==> config.mk <==
export PLATFORM = sky130hd
export DESIGN_NAME = uart_rx_framed
export DESIGN_NICKNAME = d
export VERILOG_FILES = /design/src/rtl/uart_pkg.sv /design/src/rtl/sync_2ff.sv /design/src/rtl/uart_rx_framed.sv
export SDC_FILE = /design/constraint.sdc
export NUM_CORES = 1
export LEC_CHECK = 0
export CAP_MARGIN = 20
export CORE_ASPECT_RATIO = 0.9
export CORE_MARGIN = 2
export CORE_UTILIZATION = 45
export CTS_BUF_LIST = sky130_fd_sc_hd__clkbuf_16
export CTS_CLUSTER_SIZE = 28
export DETAILED_ROUTE_END_ITERATION = 8
export GPL_TIMING_DRIVEN = 0
export PLACE_DENSITY = 0.67
export REMOVE_ABC_BUFFERS = 1
export SLEW_MARGIN = 0
export SYNTH_ARGS = -nofsm -noshare
export SYNTH_HDL_FRONTEND = slang
export SYNTH_SLANG_ARGS = --single-unit
==> constraint.sdc <==
create_clock -name clk -period 2.21 [get_ports clk]
set_clock_uncertainty 0.2 [all_clocks]
set_input_delay 0.221 -clock clk [delete_from_list [all_inputs] [get_ports clk]]
set_output_delay 0.221 -clock clk [all_outputs]
set_load 0.05 [all_outputs]
==> src/rtl/uart_pkg.sv <==
// rtl/uart_pkg.sv - shared UART parity/state types and parity helpers
package uart_pkg;

  typedef enum logic [1:0] {PARITY_NONE, PARITY_ODD, PARITY_EVEN} parity_t;

  typedef enum logic [2:0] {RX_IDLE, RX_START, RX_DATA, RX_PARITY, RX_STOP} rx_state_t;

  // xor_all covers data bits plus the received parity bit
  function automatic logic parity_fail(parity_t mode, logic xor_all);
    case (mode)
      PARITY_EVEN: return xor_all;
      PARITY_ODD:  return ~xor_all;
      default:     return 1'b0;
    endcase
  endfunction

  // With no parity the slot is sent as an extra idle-high bit
  function automatic logic parity_bit(parity_t mode, logic xor_data);
    case (mode)
      PARITY_EVEN: return xor_data;
      PARITY_ODD:  return ~xor_data;
      default:     return 1'b1;
    endcase
  endfunction

endpackage

==> src/rtl/sync_2ff.sv <==
// rtl/sync_2ff.sv - two-flop single-bit synchroniser with selectable reset value
module sync_2ff #(
  parameter logic RESET_VAL = 1'b0
) (
  input  logic clk,
  input  logic rst_n,
  input  logic i_d,
  output logic o_q
);

  logic r_meta;

  always_ff @(posedge clk or negedge rst_n) begin
    if (!rst_n) begin
      r_meta <= RESET_VAL;
      o_q    <= RESET_VAL;
    end else begin
      r_meta <= i_d;
      o_q    <= r_meta;
    end
  end

endmodule

==> src/rtl/uart_rx_framed.sv <==
// rtl/uart_rx_framed.sv - UART receiver with majority-vote sampling, parity/framing
// checks and a valid/ready output holding register with overrun detection
module uart_rx_framed
  import uart_pkg::*;
#(
  parameter int      DATA_BITS    = 8,
  parameter int      STOP_BITS    = 1,
  parameter int      CLKS_PER_BIT = 1250,
  parameter parity_t PARITY       = PARITY_NONE
) (
  input  logic                 clk,
  input  logic                 rst_n,
  input  logic                 data_in,
  output logic [DATA_BITS-1:0] data_out,
  output logic                 valid,
  input  logic                 ready,
  output logic                 parity_err,
  output logic                 frame_err,
  output logic                 overrun
);

  localparam int CW = $clog2(CLKS_PER_BIT);
  localparam int IW = $clog2(DATA_BITS + 1);
  localparam logic [CW-1:0] CNT_LAST = CW'(CLKS_PER_BIT - 1);
  localparam logic [CW-1:0] CNT_PRE  = CW'(CLKS_PER_BIT / 2 - 1);
  localparam logic [CW-1:0] CNT_MID  = CW'(CLKS_PER_BIT / 2);
  localparam logic [CW-1:0] CNT_POST = CW'(CLKS_PER_BIT / 2 + 1);
  localparam logic [IW-1:0] IDX_DATA_LAST = IW'(DATA_BITS - 1);
  localparam logic [IW-1:0] IDX_STOP_LAST = IW'(STOP_BITS - 1);

  if (DATA_BITS < 5 || DATA_BITS > 9) begin : g_bad_data_bits
    $error("uart_rx_framed: DATA_BITS must be 5..9");
  end
  if (STOP_BITS < 1 || STOP_BITS > 2) begin : g_bad_stop_bits
    $error("uart_rx_framed: STOP_BITS must be 1..2");
  end
  if (CLKS_PER_BIT < 8) begin : g_bad_clks_per_bit
    $error("uart_rx_framed: CLKS_PER_BIT must be at least 8");
  end

  rx_state_t            r_state, w_state_n;
  logic [2:0]           r_settle;
  logic                 r_rx_prev, r_s0, r_s1, r_par, r_ferr;
  logic [CW-1:0]        r_cnt;
  logic [IW-1:0]        r_idx;
  logic [DATA_BITS-1:0] r_shift;
  logic                 w_rx, w_fall, w_vote, w_vote_now, w_cnt_last, w_done, w_drop;

  sync_2ff #(.RESET_VAL(1'b1)) u_sync (
    .clk   (clk),
    .rst_n (rst_n),
    .i_d   (data_in),
    .o_q   (w_rx)
  );

  // r_prev only reflects the real line three cycles after reset, so a line
  // already low at release cannot masquerade as a start edge
  assign w_fall     = r_settle[2] & r_rx_prev & ~w_rx;
  assign w_vote     = (r_s0 & r_s1) | (r_s0 & w_rx) | (r_s1 & w_rx);
  assign w_vote_now = (r_cnt == CNT_POST);
  assign w_cnt_last = (r_cnt == CNT_LAST);
  assign w_drop     = valid & ~ready;

  always_ff @(posedge clk or negedge rst_n) begin
    if (!rst_n) r_state <= RX_IDLE;
    else        r_state <= w_state_n;
  end

  always_comb begin
    w_state_n = r_state;
    w_done    = 1'b0;
    case (r_state)
      RX_IDLE:   if (w_fall) w_state_n = RX_START;
      RX_START:  if (w_vote_now && w_vote) w_state_n = RX_IDLE;
                 else if (w_cnt_last)      w_state_n = RX_DATA;
      RX_DATA:   if (w_cnt_last && r_idx == IDX_DATA_LAST)
                   w_state_n = (PARITY == PARITY_NONE) ? RX_STOP : RX_PARITY;
      RX_PARITY: if (w_cnt_last) w_state_n = RX_STOP;
      RX_STOP:   if (w_vote_now && r_idx == IDX_STOP_LAST) begin
                   w_state_n = RX_IDLE;
                   w_done    = 1'b1;
                 end
      default:   w_state_n = RX_IDLE;
    endcase
  end

  always_ff @(posedge clk or negedge rst_n) begin
    if (!rst_n) begin
      r_settle  <= '0;
      r_rx_prev <= 1'b1;
      r_cnt     <= '0;
      r_idx     <= '0;
      r_s0      <= 1'b1;
      r_s1      <= 1'b1;
      r_shift   <= '0;
      r_par     <= 1'b0;
      r_ferr    <= 1'b0;
    end else begin
      r_settle  <= {r_settle[1:0], 1'b1};
      r_rx_prev <= w_rx;
      if (r_state == RX_IDLE || w_state_n != r_state || w_cnt_last) r_cnt <= '0;
      else                                                          r_cnt <= r_cnt + 1'b1;
      if (w_state_n != r_state) r_idx <= '0;
      else if (w_cnt_last)      r_idx <= r_idx + 1'b1;
      if (r_cnt == CNT_PRE) r_s0 <= w_rx;
      if (r_cnt == CNT_MID) r_s1 <= w_rx;
      if (r_state == RX_START) begin
        r_par  <= 1'b0;
        r_ferr <= 1'b0;
      end
      if (w_vote_now) begin
        case (r_state)
          RX_DATA: begin
            r_shift <= {w_vote, r_shift[DATA_BITS-1:1]};
            r_par   <= r_par ^ w_vote;
          end
          RX_PARITY: r_par <= r_par ^ w_vote;
          RX_STOP:   if (!w_vote) r_ferr <= 1'b1;
          default:   ;
        endcase
      end
    end
  end

  // A frame finishing on a handshake cycle replaces the word without a gap
  always_ff @(posedge clk or negedge rst_n) begin
    if (!rst_n) begin
      valid      <= 1'b0;
      data_out   <= '0;
      parity_err <= 1'b0;
      frame_err  <= 1'b0;
      overrun    <= 1'b0;
    end else begin
      overrun <= w_done & w_drop;
      if (w_done && !w_drop) begin
        valid      <= 1'b1;
        data_out   <= r_shift;
        parity_err <= parity_fail(PARITY, r_par);
        frame_err  <= r_ferr | ~w_vote;
      end else if (valid && ready) begin
        valid <= 1'b0;
      end
    end
  end

endmodule

Fig. 1: run 1, cell area per tile
Scale: 4 px per µm. The die is cut into 8 by 7 equal tiles; white is low, dark blue is high, 0 to 100% covered.
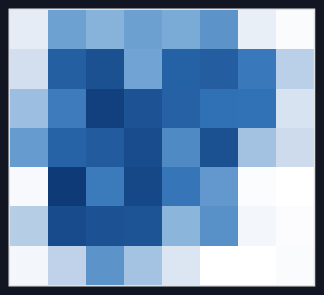
mean over tiles = 50%
fullest tile = 96%
nearly empty tiles = 8.9%
densest ninth of the die = centre
tiles over 75% full = 29%
placeable core region: 0.00446 mm²
post-layout util: 59.8%
initial cell density of the core: 47.0%

Fig. 2: run 1, floorplan with the power grid
Scale: 6 px per µm. Pins as bars on the die edge.
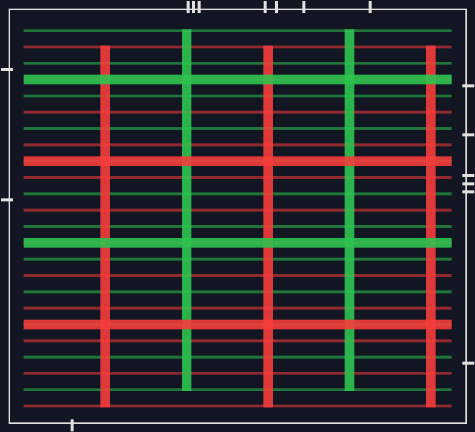
green -> VDD
red -> VSS
rows = 23
met4 straps = 5
Chip Width: 75.9 µm
overall die height: 68.7 µm
peak supply drop: 491 µV

Fig. 3: run 1, wiring by layer
Scale: 8 px per µm. Two of the layers only.
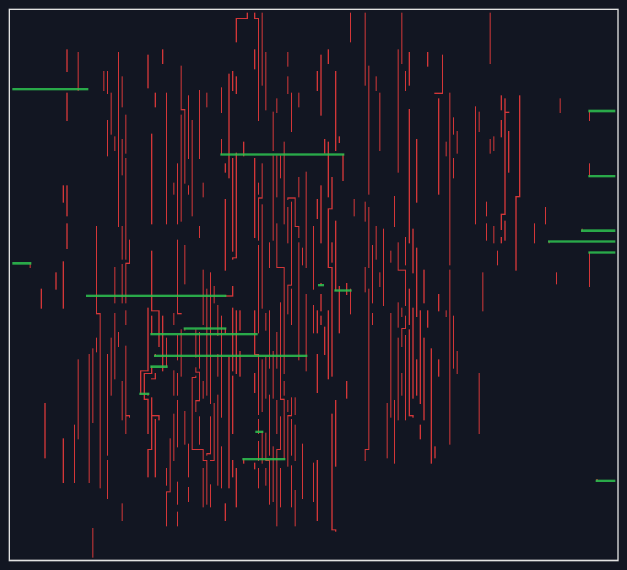
green -> M3  # wire length 115 µm
red -> M2  # wire length 1820 µm
total number of vias: 1388
post-DR wirelength/cell: 14.2 µm

==> impl_metrics.csv, run 1 <==
group,metric,value,unit
status,outcome,"finished with violations",
status,violations,"negative setup slack",
placed_design,place_hpwl,2.47,mm
drt,m1WireLength,1.82,mm
drt,wl_met3,114,µm
cells_and_area,diodes_inserted,0,
final_timing,setup_viol_count_final,26,
cells_and_area,combGateArea,971,µm²
worst_hold_path,min_delay_worst_endpoint,"u_sync.r_meta",
power_and_ir_drop,clock_power_share,35.3,%
grt,use_met3,4.43,%
worst_setup_path,crit_path_start_kind,"flop",
synth,yosys.area.top_type_share,49.0,%
drt,post_drt_via_cell_ratio,5.20,
worst_setup_path,cp-end-kind,"flop",
grt,global_route_wire_length_before_repair,6.51,mm
cells_and_area,n_fill_cell,353,
final_timing,finalHoldViolCount,0,
worst_setup_path,worstPathArrival,2.33,ns
clock_tree,clk_latency,0.28,ns
synth,post-synth-top-area-cell,"sky130_fd_sc_hd__dfrtp_1",
clock_tree,post-cts-setup-buffer-count,10,
synth,synthDistinctLibCells,42,
grt,grtUsageTotal,16.1,%
worst_setup_path,timing.reg2reg.setup_slack,-0.16,ns
grt,grt_overflow,0,
worst_setup_path,cp.depth,6,
power_and_ir_drop,pg_comb,392,µW
job,tool_warnings,31,
cells_and_area,fraction_of_layout_instances_using_a_drive_strength_above_1,28.3,%
cells_and_area,final_common_cell,"sky130_fd_sc_hd__dfrtp_1",
synth,yosysWarningCount,0,
cells_and_area,num-clock-buffers,5,
final_timing,hold_worst_slack,0.140,ns
worst_setup_path,path_class,"flop to flop",
final_timing,timing.slew.headroom,65.1,%
worst_setup_path,reg2reg_to,"data_out[2]",
worst_setup_path,cp.buffers_inverters,1,
synth,synth.top_cells.by_area,"sky130_fd_sc_hd__dfrtp_1 49%, sky130_fd_sc_hd__mux2_2 9.7%, sky130_fd_sc_hd__dfstp_2 6.3%",
drt,antenna_left,0,
clock_tree,clockBufferDepth,2,
grt,global_routing_usage_on_met2,26.6,%
synth,post_synthesis_share_of_cell_area_spent_on_and_or_and_or_and_gates,4.36,%
worst_setup_path,cpPeakStageDelay,0.42,ns
synth,syn_inst,175,
power_and_ir_drop,p_leak,1.18,nW
final_timing,final.min_clock_period,2.37,ns
drt,post-route-drc-count,0,
final_timing,maxClockFrequency,422,MHz
power_and_ir_drop,power_sequential,929,µW
cells_and_area,signal_buf_overhead,10.3,%
final_timing,min_period_over_period,107,%
cells_and_area,number_of_standard_cells_in_the_final_layout_excluding_fillers,267,
worst_setup_path,critPathSlowestCell,"sky130_fd_sc_hd__or3_4",
final_timing,worstMarginPinSlew,0.520,ns
cells_and_area,nonClockInverterCount,11,
final_timing,min_setup_slack_post_route,-0.157,ns
placed_design,placement.cell_area,0.00229,mm²
clock_tree,cts_hold_repair.buffers,1,
cells_and_area,comb-cell-share,36.4,%
power_and_ir_drop,largest_power_group,"sequential cells",
clock_tree,clock_tree_from_tritoncts,"done",
synth,yosysCellCount,175,
synth,post_synth_most_frequent_cells,"41 x sky130_fd_sc_hd__dfrtp_1, 18 x sky130_fd_sc_hd__mux2_2, 13 x sky130_fd_sc_hd__nor3_1, 11 x sky130_fd_sc_hd__inv_1, 11 x sky130_fd_sc_hd__nor2_1",
power_and_ir_drop,power_switching,559,µW
power_and_ir_drop,pwrdens,766,mW/mm²
synth,yosys.stat.seqShare,55.3,%
synth,enable_flop_cells,0,
drt,detailedRoute.firstPassIterationCount,7,
power_and_ir_drop,power.clock.total,721,µW
power_and_ir_drop,total_power,2.04,mW
cells_and_area,finish.net_count,214,
synth,synth_flop_count,46,
clock_tree,clk_pin_slew,0.06,ns
drt,iter_0_drt_violations,38,
synth,synthMuxAreaShare,10.7,%
power_and_ir_drop,power.sequential.fraction,45.5,%
grt,maximum_number_of_pins_on_one_net_before_global_route_repair,31,
worst_setup_path,cp_max_fo,5,
synth,synth_top_flop_cell,"sky130_fd_sc_hd__dfrtp_1",
power_and_ir_drop,cellInternalPower,1.48,mW
cells_and_area,fin_area,0.00267,mm²
grt,groute.layer.met1.usage,20.8,%
synth,synthesis.area,0.00209,mm²
synth,synth.cellmix.simpleShare,16.4,%
die,placementRows,23,
placed_design,place_congestion,0.809,
final_timing,totalNegativeSetupSlack,-1.69,ns
worst_setup_path,worst_r2r_path_depth,6,
synth,yosysMostFrequentCell,"sky130_fd_sc_hd__dfrtp_1",
cells_and_area,seqAreaFraction,43.4,%
worst_setup_path,startpoint_of_the_most_critical_setup_path,"r_cnt[2]",
worst_setup_path,worstPathCellList,"or3_4 -> nor4_4 -> nand4_1 -> buf_6 -> nor2b_4 -> mux2_4",
drt,top_signal_layer_used,"met4",
die,tap-cell-count,62,
die,die-area,0.00522,mm²
synth,synth-xor-area-share,5.02,%
drt,totalWireLength,3.80,mm
worst_hold_path,hold_path_class,"input pin to flop",
clock_tree,post_cts.resized_instances,15,
cells_and_area,reg.largest.list,"r_cnt: 11 flops, data_out: 8 flops, r_shift: 8 flops",
final_timing,final-max-slew-violation-count,0,
## Run 2: what changed since run 1
Settings changed: CORE_UTILIZATION 45 to 40, PLACE_DENSITY 0.67 to unset, RECOVER_POWER set to 100.
Fig. 4: run 2, wiring by layer
Scale: 8 px per µm. Two of the layers only.
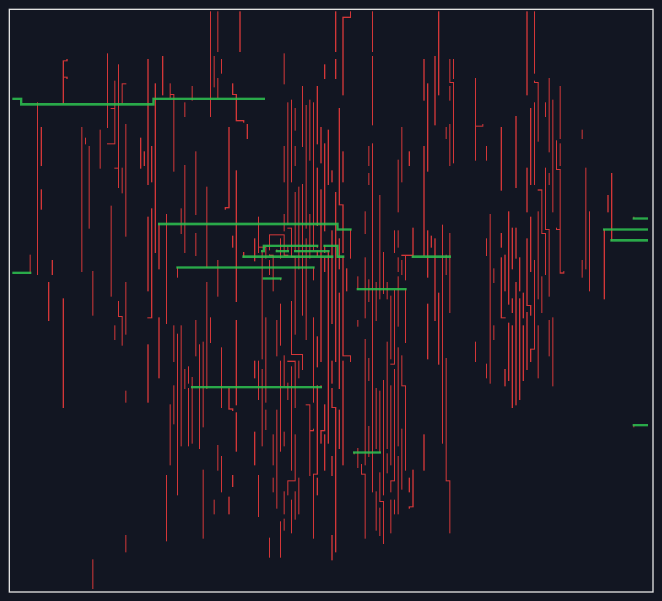
red -> M2  # wire length 2140 µm
green -> M3  # wire length 149 µm
global-route total usage across every layer: 15.6%
total number of vias: 1415

Fig. 5: run 2, cell area per tile
Scale: 3 px per µm. The die is cut into 8 by 7 equal tiles; white is low, dark blue is high, 0 to 100% covered.
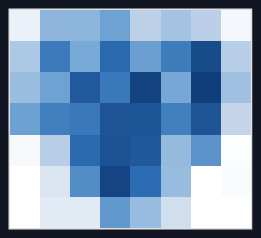
emptiest ninth of the die = south-east
nearly empty tiles = 11%
fullest tile = 95%
mean over tiles = 47%

==> run 2 against run 1 <==
Net effect:
- the run still ends with negative setup slack left
- combinational power up 9.7%
- global-route usage down 0.52 points
- core utilization down 3.5 points
- routed wire length up 11%
- sequential share of layout area down 1.8 points
- flip-flop count unchanged
- synthesized cell count unchanged
- sequential power about the same
- total power up 7.6%
- register-to-register slack better by 0.09 ns
- clock power up 16%
- largest power group unchanged
==> impl_metrics.csv, run 2 <==
group,metric,value,unit
drt,detailedRoute.firstPassIterationCount,5,
drt,post_drt_via_cell_ratio,5.07,
synth,yosysMostFrequentCell,"sky130_fd_sc_hd__dfrtp_1",
worst_setup_path,path_class,"flop to flop",
worst_setup_path,reg2reg_to,"r_shift[0]",
job,tool_warnings,31,
drt,wl_per_cell,15.1,µm
synth,synth-xor-area-share,5.02,%
cells_and_area,final_core_util,56.3,%
worst_setup_path,crit_path_start_kind,"flop",
final_timing,totalNegativeSetupSlack,-0.944,ns
final_timing,timing.slew.headroom,37.7,%
grt,use_met3,3.96,%
synth,yosys.area.top_type_share,49.0,%
power_and_ir_drop,largest_power_group,"sequential cells",
cells_and_area,fin_area,0.00279,mm²
synth,post-synth-top-area-cell,"sky130_fd_sc_hd__dfrtp_1",
status,violations,"negative setup slack",
cells_and_area,n_fill_cell,408,
final_timing,maxClockFrequency,439,MHz
synth,synthDistinctLibCells,42,
placed_design,place_congestion,0.759,
power_and_ir_drop,pg_comb,430,µW
power_and_ir_drop,clock_power_share,38.1,%
final_timing,final-max-slew-violation-count,0,
worst_setup_path,critPathSlowestCell,"sky130_fd_sc_hd__or3_4",
cells_and_area,finish.net_count,223,
synth,post_synthesis_share_of_cell_area_spent_on_and_or_and_or_and_gates,4.36,%
worst_hold_path,hold_path_class,"flop to flop",
final_timing,min_setup_slack_post_route,-0.0675,ns
worst_setup_path,cp.depth,6,
grt,global_routing_usage_on_met2,25.6,%
power_and_ir_drop,power.sequential.fraction,42.4,%
die,die_h,72.7,µm
clock_tree,clock_tree_from_tritoncts,"done",
cells_and_area,combGateArea,993,µm²
clock_tree,clk_latency,0.28,ns
cells_and_area,number_of_standard_cells_in_the_final_layout_excluding_fillers,279,
worst_setup_path,cp-end-kind,"flop",
worst_setup_path,worst_r2r_path_depth,6,
clock_tree,post_cts.resized_instances,18,
power_and_ir_drop,power.clock.total,837,µW
status,outcome,"finished with violations",
worst_setup_path,cp_max_fo,4,
grt,maximum_number_of_pins_on_one_net_before_global_route_repair,30,
die,tap-cell-count,65,
final_timing,worstMarginPinSlew,0.934,ns
power_and_ir_drop,p_leak,1.22,nW
die,die-area,0.00583,mm²
cells_and_area,diodes_inserted,0,
drt,iter_0_drt_violations,88,
cells_and_area,reg.largest.list,"r_cnt: 11 flops, data_out: 8 flops, r_shift: 8 flops",
drt,totalWireLength,4.22,mm
power_and_ir_drop,cellInternalPower,1.62,mW
final_timing,hold_worst_slack,0.158,ns
power_and_ir_drop,power_switching,582,µW
synth,synth_flop_count,46,
grt,groute.layer.met1.usage,20.8,%
clock_tree,clk_pin_slew,0.06,ns
cells_and_area,seqAreaFraction,41.6,%
worst_setup_path,worstPathArrival,2.24,ns
final_timing,setup_viol_count_final,17,
power_and_ir_drop,total_power,2.20,mW
worst_setup_path,worstPathCellList,"or3_4 -> nor3_4 -> nand2_2 -> nor4b_4 -> buf_4 -> mux2_2",
grt,grt_overflow,0,
cells_and_area,nonClockInverterCount,11,
worst_setup_path,timing.reg2reg.setup_slack,-0.07,ns
synth,postSynth.asyncResetShare,100,%
clock_tree,clockBufferDepth,2,
cells_and_area,fraction_of_layout_instances_using_a_drive_strength_above_1,35.0,%
synth,yosys.stat.chipArea,0.00209,mm²
die,placeableCoreArea,0.00495,mm²
synth,synthMuxAreaShare,10.7,%
power_and_ir_drop,pwrdens,787,mW/mm²
synth,enable_flop_cells,0,
drt,post-route-drc-count,0,
cells_and_area,final_common_cell,"sky130_fd_sc_hd__dfrtp_1",
placed_design,place_hpwl,2.65,mm
synth,synth_top_flop_cell,"sky130_fd_sc_hd__dfrtp_1",
cells_and_area,signal_buf_overhead,12.4,%
die,placementRows,24,
placed_design,placement.cell_area,0.00229,mm²
clock_tree,post-cts-setup-buffer-count,12,
drt,top_signal_layer_used,"met4",
cells_and_area,comb-cell-share,35.6,%
drt,antenna_left,0,
power_and_ir_drop,max-vdd-ir-drop,581,µV
worst_setup_path,cp.buffers_inverters,1,
synth,syn_inst,175,
worst_setup_path,startpoint_of_the_most_critical_setup_path,"r_cnt[2]",
final_timing,min_period_over_period,103,%
drt,m1WireLength,1.90,mm
synth,synth.top_cells.by_area,"sky130_fd_sc_hd__dfrtp_1 49%, sky130_fd_sc_hd__mux2_2 9.7%, sky130_fd_sc_hd__dfstp_2 6.3%",
synth,yosysWarningCount,0,
cells_and_area,buffers,38,
cells_and_area,num-clock-buffers,5,
synth,post_synth_most_frequent_cells,"41 x sky130_fd_sc_hd__dfrtp_1, 18 x sky130_fd_sc_hd__mux2_2, 13 x sky130_fd_sc_hd__nor3_1, 11 x sky130_fd_sc_hd__inv_1, 11 x sky130_fd_sc_hd__nor2_1",
power_and_ir_drop,power_sequential,931,µW
final_timing,final.min_clock_period,2.28,ns
synth,yosys.stat.seqShare,55.3,%
Power figures rest on the tool's default switching activity, not on a simulated workload.
